===== config.mk =====
export PLATFORM = sky130hd
export DESIGN_NAME = interrupt_sequencer
export DESIGN_NICKNAME = d
export VERILOG_FILES = /design/src/rtl/intr_pkg.sv /design/src/rtl/interrupt_sequencer_isr_stack.sv /design/src/rtl/interrupt_sequencer.sv
export SDC_FILE = /design/constraint.sdc
export NUM_CORES = 1
export LEC_CHECK = 0
export CAP_MARGIN = 25
export CORE_ASPECT_RATIO = 1.75
export CORE_MARGIN = 5
export CORE_UTILIZATION = 41
export CTS_CLUSTER_DIAMETER = 40
export DETAILED_ROUTE_END_ITERATION = 16
export GPL_TIMING_DRIVEN = 0
export PLACE_DENSITY = 0.8
export SETUP_SLACK_MARGIN = 0.3
export SLEW_MARGIN = 0
export SYNTH_ARGS = -nofsm -noshare
export SYNTH_HDL_FRONTEND = slang
export SYNTH_SLANG_ARGS = --single-unit

===== constraint.sdc =====
create_clock -name clk -period 3.7 [get_ports clk]
set_input_delay 1.11 -clock clk [delete_from_list [all_inputs] [get_ports clk]]
set_output_delay 1.11 -clock clk [all_outputs]
set_load 0.01 [all_outputs]

===== src/rtl/intr_pkg.sv =====
// Shared types and widths for the CPU-side interrupt entry/exit sequencer.
package intr_pkg;

    localparam int unsigned IRQ_W   = 8;
    localparam int unsigned VEC_W   = 3;
    localparam int unsigned DEPTH_W = 4;
    localparam int unsigned ADDR_W  = 32;

    localparam logic [ADDR_W-1:0] VEC_BASE_DEFAULT = 32'h0000_0100;

    typedef enum logic {
        IDLE = 1'b0,
        REQ  = 1'b1
    } state_t;

    // Vector table entry address; wraps modulo 2^ADDR_W.
    function automatic logic [ADDR_W-1:0] vec_addr(
        input logic [ADDR_W-1:0] base,
        input logic [VEC_W-1:0]  vec,
        input int unsigned       stride_log2
    );
        return base + (ADDR_W'(vec) << stride_log2);
    endfunction

endpackage


===== src/rtl/interrupt_sequencer_isr_stack.sv =====
// LIFO of in-service vectors; top reads 0 while empty.
module isr_stack
    import intr_pkg::*;
#(
    parameter int unsigned DEPTH = 4
) (
    input  logic               clk,
    input  logic               rst_n,
    input  logic               push,
    input  logic               pop,
    input  logic [VEC_W-1:0]   din,
    output logic [VEC_W-1:0]   top,
    output logic [DEPTH_W-1:0] depth,
    output logic               empty,
    output logic               full
);

    localparam int unsigned IDX_W = (DEPTH > 1) ? $clog2(DEPTH) : 1;
    localparam int unsigned SLOTS = 2 ** IDX_W;

    logic [VEC_W-1:0]   mem [SLOTS];
    logic [DEPTH_W-1:0] count;
    logic [IDX_W-1:0]   wr_idx;
    logic [IDX_W-1:0]   rd_idx;

    assign wr_idx = count[IDX_W-1:0];
    assign rd_idx = IDX_W'(count - DEPTH_W'(1));
    assign empty  = (count == '0);
    assign full   = (count == DEPTH_W'(DEPTH));
    assign depth  = count;
    assign top    = empty ? '0 : mem[rd_idx];

    // Push and pop are mutually exclusive from the sequencer; guards make over/underflow inert.
    always_ff @(posedge clk or negedge rst_n) begin
        if (!rst_n) begin
            count <= '0;
            for (int i = 0; i < int'(SLOTS); i++) begin
                mem[i] <= '0;
            end
        end else if (push && !full) begin
            mem[wr_idx] <= din;
            count       <= count + DEPTH_W'(1);
        end else if (pop && !empty) begin
            count <= count - DEPTH_W'(1);
        end
    end

endmodule


===== src/rtl/interrupt_sequencer.sv =====
// Interrupt entry/exit sequencer: request/take handshake to the core and nested in-service tracking.
module interrupt_sequencer
    import intr_pkg::*;
#(
    parameter logic [ADDR_W-1:0] VEC_BASE        = VEC_BASE_DEFAULT,
    parameter int unsigned       VEC_STRIDE_LOG2 = 2,
    parameter int unsigned       NEST_DEPTH      = 4
) (
    input  logic               clk,
    input  logic               rst_n,
    input  logic [IRQ_W-1:0]   irq_pending,
    input  logic [VEC_W-1:0]   irq_vector,
    output logic               irq_ack,
    input  logic               int_enable,
    input  logic               insn_boundary,
    output logic               int_req,
    input  logic               int_taken,
    input  logic               int_return,
    output logic [ADDR_W-1:0]  handler_addr,
    output logic               in_service,
    output logic [VEC_W-1:0]   cur_level,
    output logic [DEPTH_W-1:0] depth,
    output logic               spurious,
    output logic               err_underflow
);

    state_t             state;
    state_t             state_next;
    logic               candidate_c;
    logic               push_c;
    logic               pop_c;
    logic               uflow_c;
    logic               withdraw_c;
    logic [VEC_W-1:0]   stk_top;
    logic [DEPTH_W-1:0] stk_depth;
    logic               stk_empty;
    logic               stk_full;

    isr_stack #(
        .DEPTH (NEST_DEPTH)
    ) u_stack (
        .clk   (clk),
        .rst_n (rst_n),
        .push  (push_c),
        .pop   (pop_c),
        .din   (irq_vector),
        .top   (stk_top),
        .depth (stk_depth),
        .empty (stk_empty),
        .full  (stk_full)
    );

    // Only a strictly higher-priority (lower-numbered) vector may preempt the current level.
    assign candidate_c = (irq_pending != '0) && int_enable && !stk_full
                      && (stk_empty || (irq_vector < stk_top));

    always_ff @(posedge clk or negedge rst_n) begin
        if (!rst_n) begin
            state <= IDLE;
        end else begin
            state <= state_next;
        end
    end

    always_comb begin
        state_next = state;
        push_c     = 1'b0;
        pop_c      = 1'b0;
        uflow_c    = 1'b0;
        withdraw_c = 1'b0;
        irq_ack    = 1'b0;
        case (state)
            IDLE: begin
                if (int_return) begin
                    if (stk_empty) begin
                        uflow_c = 1'b1;
                    end else begin
                        pop_c = 1'b1;
                    end
                end
                if (candidate_c && insn_boundary) begin
                    state_next = REQ;
                end
            end
            REQ: begin
                // Return beats withdraw beats take; a withdrawn request never acks.
                if (int_return) begin
                    if (stk_empty) begin
                        uflow_c = 1'b1;
                    end else begin
                        pop_c = 1'b1;
                    end
                    withdraw_c = 1'b1;
                    state_next = IDLE;
                end else if (!candidate_c) begin
                    withdraw_c = 1'b1;
                    state_next = IDLE;
                end else if (int_taken) begin
                    irq_ack    = 1'b1;
                    push_c     = 1'b1;
                    state_next = IDLE;
                end
            end
            default: begin
                state_next = IDLE;
            end
        endcase
    end

    always_ff @(posedge clk or negedge rst_n) begin
        if (!rst_n) begin
            spurious      <= 1'b0;
            err_underflow <= 1'b0;
        end else begin
            spurious <= withdraw_c;
            if (uflow_c) begin
                err_underflow <= 1'b1;
            end
        end
    end

    assign int_req      = (state == REQ);
    assign in_service   = !stk_empty;
    assign cur_level    = stk_top;
    assign depth        = stk_depth;
    assign handler_addr = vec_addr(VEC_BASE, irq_vector, VEC_STRIDE_LOG2);

endmodule


final_congestion.png
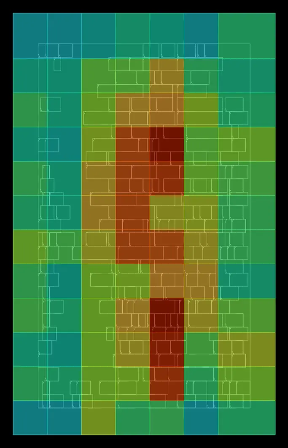
met3 Use GR: 0.02460
post-layout util: 0.6356
met2 usage: 0.2862

==> results_dict.tcl <==
# collected from the flow reports
set metrics [dict create \
    yosysUniqueCellTypes 34 \
    clk_pin_slew_worst_paths_ns 0.07 \
    syn_inst 131 \
    powerSeq_uw 309 \
    fin_nets 226 \
    crit_cells 13 \
    met1_usage 0.1422 \
    ys_chip_area_sq_um 1321 \
    cts_made_buffers 3 \
    rr_worst_depth 15 \
    setup_viol 0 \
    synth.logic.top_family "buffers and inverters" \
    critPathCaptureType "output port" \
    lay_top_count "buf_4" \
    synth_flops 19 \
    grt_pass1_wl_um 5099 \
    inv_count 6 \
    synthSimpleGateAreaFrac 0.1307 \
    grt_max_degree 20 \
    hold_path_end "err_underflow" \
    antenna_left 0 \
    tns_ns 0 \
    p_comb_frac 0.613 \
    critPathLaunchType "flip-flop" \
    hp-class "flip-flop to flip-flop" \
    buf_share 0.3221 \
    mux_share 0.1392 \
    p_int_uw 721.5 \
    grt_remaining_overflow 0 \
    p_total_mw 1.168 \
    nClkBuffers 3 \
    hold_path_depth 1 \
    yosys.area_share.xor_xnor 0.01326 \
    seq_cell_count 19 \
    reg2reg_from "u_stack.depth[0]" \
    numPortBuffers 31 \
    critPathCapture "irq_ack" \
    path_delay_family "buffers and inverters" \
    worstSetupPathType "flip-flop to output port" \
    drtIter0Drc 27 \
    crit_slowest_cell "dfrtp_1" \
    whs_ns 0.4626 \
    wl_met1_um 1071 \
    drc 0 \
    top_register "u_stack.mem" \
    critPathRequiredTime_ns 2.59 \
    first_global_vias 1174 \
    mi_logic_area_sq_um 752.0 \
    synthFlopType "dfrtp_1" \
    worst_slack_ns 0.1758 \
    cellPowerDensity_nw_per_um2 584.9 \
    status "finished clean" \
    top_cell "buf_4" \
    cap_viol_max_count 0 \
    clock_latency_ns 0.25 \
    r2r_slack_ns 0.73 \
    fin_area_sq_um 1997 \
    postCtsHoldBufs 0 \
    synthArstFlopShare 1.000 \
    placed_cells 232 \
    dpl.hpwl_um 2470 \
    aoi_share 0.07955 \
    rows 27 \
    drv_slew 0 \
    busiest_layer "met2" \
    maxPowerGroup "combinational cells" \
    clockRootBuffer "clkbuf_8" \
    lay_top_cells "buf_4 (41), conb_1 (29), clkdlybuf4s50_1 (23)" \
    wl_per_cell_um 12.89 \
    seqPwrFrac 0.264 \
    comb_area_frac 0.3766 \
    fp-utilization 0.4205 \
    max_clock_freq_mhz 283.8 \
    post-route-min-period_ns 3.524 \
    core_sq_um 3142 \
    top_cell_area_share 0.3598 \
    cp.arrival_ns 2.41 \
    p_clk_uw 143 \
    place_congestion 0.7828 \
    peakVddDrop_mv 0.2616 \
    diodes 0 \
    seq_share 0.2387 \
    cp_num_buf_inv 4 \
    slew_headroom 0.4207 \
    antenna_found_initial 0 \
    h-tree-depth 1 \
    syn_area_sq_um 1321 \
]
met2.png
Scale: 6 px per um.
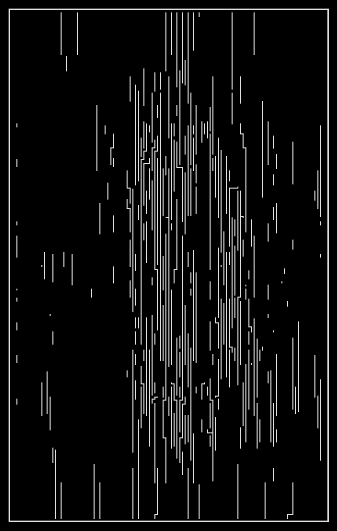
The wires run mostly vertical. The layer holds 56% of the routed length. 191 nets have wire on it. The longest straight run is 44.5 um.
via count: 1079
routed wire length: 3159 um

